==> config.mk <==
export PLATFORM = sky130hd
export DESIGN_NAME = button_debouncer
export DESIGN_NICKNAME = d
export VERILOG_FILES = /design/src/rtl/debounce_pkg.sv /design/src/rtl/sync_2ff.sv /design/src/rtl/button_debouncer.sv
export SDC_FILE = /design/constraint.sdc
export NUM_CORES = 1
export LEC_CHECK = 0
export CAP_MARGIN = 20
export CORE_ASPECT_RATIO = 1.25
export CORE_MARGIN = 2
export CORE_UTILIZATION = 50
export DETAILED_ROUTE_END_ITERATION = 10
export GPL_TIMING_DRIVEN = 0
export PLACE_DENSITY = 0.78
export SYNTH_ARGS = -nofsm -noshare
export SYNTH_HDL_FRONTEND = slang
export SYNTH_HIERARCHICAL = 1
export SYNTH_SLANG_ARGS = --single-unit
export TNS_END_PERCENT = 30
==> constraint.sdc <==
create_clock -name clk -period 2.88 [get_ports clk]
set_input_delay 0.576 -clock clk [delete_from_list [all_inputs] [get_ports clk]]
set_output_delay 0.576 -clock clk [all_outputs]
set_load 0.05 [all_outputs]
==> src/rtl/debounce_pkg.sv <==
// Shared types and 12 MHz timing defaults for the button debouncer.
package debounce_pkg;

  typedef enum logic [1:0] {
    RELEASED     = 2'd0,
    WAIT_PRESS   = 2'd1,
    PRESSED      = 2'd2,
    WAIT_RELEASE = 2'd3
  } state_t;

  localparam int CLK_HZ        = 12_000_000;
  localparam int DEBOUNCE_MS   = 50;
  localparam int LONG_PRESS_MS = 2000;

  function automatic int ms_to_cycles(input int ms);
    return (CLK_HZ / 1000) * ms;
  endfunction

endpackage

==> src/rtl/sync_2ff.sv <==
// Two-flop synchronizer for asynchronous inputs; RESET_VAL sets the idle value
// both flops are forced to while reset is asserted.
module sync_2ff #(
  parameter bit RESET_VAL = 1'b0
) (
  input  logic clk,
  input  logic rst_n,
  input  logic d,
  output logic q
);

  logic meta;

  // NOTE: flops are written with <= so both stages sample the pre-edge values.
  always_ff @(posedge clk or negedge rst_n) begin
    if (!rst_n) begin
      meta <= RESET_VAL;
      q    <= RESET_VAL;
    end else begin
      meta <= d;
      q    <= meta;
    end
  end

endmodule

==> src/rtl/button_debouncer.sv <==
// Push-button debouncer: clean level plus press/release strobes.
// Define BUTTON_DEBOUNCER_LONG_PRESS_EN to add the long_pulse long-press strobe.
module button_debouncer
  import debounce_pkg::*;
#(
  parameter int COUNT_WIDTH  = 20,
  parameter int STABLE_COUNT = ms_to_cycles(DEBOUNCE_MS) - 1,
  parameter bit ACTIVE_LOW   = 1'b1
`ifdef BUTTON_DEBOUNCER_LONG_PRESS_EN
  ,
  parameter int LONG_COUNT   = ms_to_cycles(LONG_PRESS_MS) - 1,
  parameter int LONG_WIDTH   = 25
`endif
) (
  input  logic clk,
  input  logic rst_btn,
  input  logic btn_in,
  output logic btn_level,
  output logic press_pulse,
  output logic release_pulse
`ifdef BUTTON_DEBOUNCER_LONG_PRESS_EN
  ,
  output logic long_pulse
`endif
);

  localparam logic [COUNT_WIDTH-1:0] STABLE_C = COUNT_WIDTH'(STABLE_COUNT);

  logic                   btn_sync;
  logic                   samp;
  state_t                 state, state_next;
  logic [COUNT_WIDTH-1:0] cnt, cnt_next;
  logic                   level_next, press_next, release_next;

  // Idle pin level is 1 for an active-low button, so reset to the released value.
  sync_2ff #(
    .RESET_VAL(ACTIVE_LOW)
  ) u_sync (
    .clk  (clk),
    .rst_n(rst_btn),
    .d    (btn_in),
    .q    (btn_sync)
  );

  assign samp = ACTIVE_LOW ? ~btn_sync : btn_sync;

  // NOTE: every output of this block gets a default first, so no latch is inferred.
  always_comb begin
    state_next   = state;
    cnt_next     = cnt;
    level_next   = btn_level;
    press_next   = 1'b0;
    release_next = 1'b0;
    unique case (state)
      RELEASED: if (samp) begin
        state_next = WAIT_PRESS;
        cnt_next   = '0;
      end
      WAIT_PRESS: begin
        if (!samp) begin
          state_next = RELEASED;
          cnt_next   = '0;
        end else if (cnt == STABLE_C) begin
          state_next = PRESSED;
          level_next = 1'b1;
          press_next = 1'b1;
        end else begin
          cnt_next = cnt + COUNT_WIDTH'(1);
        end
      end
      PRESSED: if (!samp) begin
        state_next = WAIT_RELEASE;
        cnt_next   = '0;
      end
      WAIT_RELEASE: begin
        if (samp) begin
          state_next = PRESSED;
          cnt_next   = '0;
        end else if (cnt == STABLE_C) begin
          state_next   = RELEASED;
          level_next   = 1'b0;
          release_next = 1'b1;
        end else begin
          cnt_next = cnt + COUNT_WIDTH'(1);
        end
      end
      default: begin
        state_next = RELEASED;
        cnt_next   = '0;
      end
    endcase
  end

  always_ff @(posedge clk or negedge rst_btn) begin
    if (!rst_btn) begin
      state         <= RELEASED;
      cnt           <= '0;
      btn_level     <= 1'b0;
      press_pulse   <= 1'b0;
      release_pulse <= 1'b0;
    end else begin
      state         <= state_next;
      cnt           <= cnt_next;
      btn_level     <= level_next;
      press_pulse   <= press_next;
      release_pulse <= release_next;
    end
  end

`ifdef BUTTON_DEBOUNCER_LONG_PRESS_EN
  localparam logic [LONG_WIDTH-1:0] LONG_C = LONG_WIDTH'(LONG_COUNT);

  logic [LONG_WIDTH-1:0] long_cnt;
  logic                  long_done;

  // Counts while held (a release bounce back to PRESSED keeps the count);
  // long_done limits the strobe to one per press.
  always_ff @(posedge clk or negedge rst_btn) begin
    if (!rst_btn) begin
      long_cnt   <= '0;
      long_done  <= 1'b0;
      long_pulse <= 1'b0;
    end else begin
      long_pulse <= 1'b0;
      if (state == WAIT_PRESS && state_next == PRESSED) begin
        long_cnt  <= '0;
        long_done <= 1'b0;
      end else if (state == PRESSED || state == WAIT_RELEASE) begin
        if (long_cnt == LONG_C) begin
          if (!long_done) begin
            long_pulse <= 1'b1;
            long_done  <= 1'b1;
          end
        end else begin
          long_cnt <= long_cnt + LONG_WIDTH'(1);
        end
      end else begin
        long_cnt  <= '0;
        long_done <= 1'b0;
      end
    end
  end
`endif

endmodule
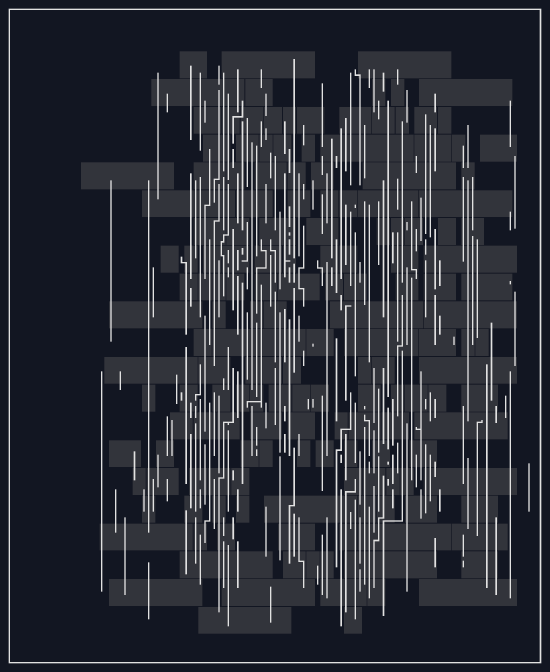
Fig. 1. Metal 2.
main direction: vertical
share of all routed wire: 52%
longest straight run: 34.3 um

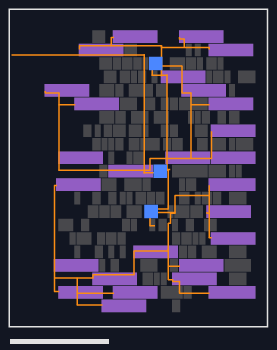
Fig. 2. Clock wires, drivers and flops.
The bar under the picture is 20 um long.
legend:
  clock wires:
    color: orange
    length: 345 um
  flip-flops:
    color: purple
    count: 27
  cells driving clock nets:
    color: blue
    count: 3
routed clock nets: 4
clock power share: 27.8%
clk_skew: 2.63 ps
clock network power: 0.000167 W

==> metrics.csv <==
stage,metric,value,unit
outcome,status,completed,
synth,ys_seq_elements,27,
route,vias,1259,
power_and_ir_drop,p_comb,0.0000441,W
place,dp_hpwl,2.41,mm
setup_path,critPathSlowestCell,or4_4,
global_routing,grtUsageTotal,21.7,%
setup_path,critPathCaptureType,flip-flop,
power_and_ir_drop,combPwrFrac,7.4,%
synth,simple_gate_share,28.3,%
setup_path,r2r-end,cnt[18]$_DFFE_PN0P_,
synth,logic_family,simple AND/OR/NAND/NOR gates,
final_timing,worst_pin_slew,671,ps
worst_hold_path,hp-start,u_sync/meta$_DFF_PN1_,
setup_path,r2r_slack,610,ps
final_layout,fillers,239,
synth,ys_cells,155,
power_and_ir_drop,p_sw_share,24.4,%
synth,synth_nets,159,
power_and_ir_drop,finalPower,0.000600,W
final_timing,fin_setup_tns,0,ps
clocking,cts_buffer_depth,2,
power_and_ir_drop,vdd_drop_max,0.000189,V
final_timing,hold_violations,0,
final_layout,largest-register,cnt,
synth,topCellsByArea,"dfrtp_1 (44%), o21ai_0 (4.5%), dfstp_2 (3.7%)",
setup_path,critical_path_class,flip-flop to flip-flop,
route,met3_length,191,um
power_and_ir_drop,power_leader,registers,
synth,ys_seq_share,47.3,%
setup_path,crit_start,cnt[14]$_DFFE_PN0P_,
route,finalWirelength,3.21,mm
route,wl_per_cell,16.1,um
global_routing,gr-usage-met2,36.9,%
synth,yosys_area,0.00143,mm^2
die,die_y,63.8,um
power_and_ir_drop,p_seq,0.000389,W
synth,synth_area,0.00143,mm^2
final_timing,fmax,441,MHz
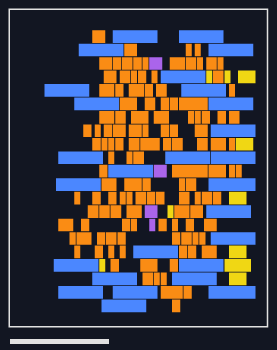
Fig. 3. Placement by cell class.
The bar under the picture is 20 um long.
legend:
  all other logic:
    color: orange
    cells: 124
  flip-flops:
    color: blue
    cells: 27
  clock drivers and dummy loads:
    color: purple
    cells: 4
  other buffers and delay cells:
    color: yellow
    cells: 10
Core Util, Final: 57.9%
core area: 0.00271 mm^2
fin area: 0.00157 mm^2
flop share of the area: 43.3%
Cell Rows: 21

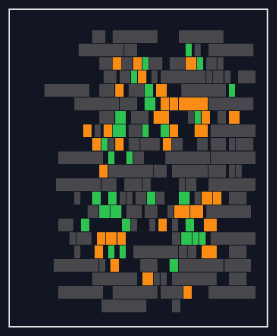
Fig. 4. Gate-type map.
legend:
  NAND gates:
    color: green
    cells: 30
    most_used: nand2_1
  inverting AOI/OAI gates:
    color: orange
    cells: 34
    most_used: o21ai_0
Finished Layout Cells: 199
fraction of area in multi-input gates: 45.5%
Commonest Layout Cell: dfrtp_1

No activity file was given, so power comes from the tool's default toggle rates.
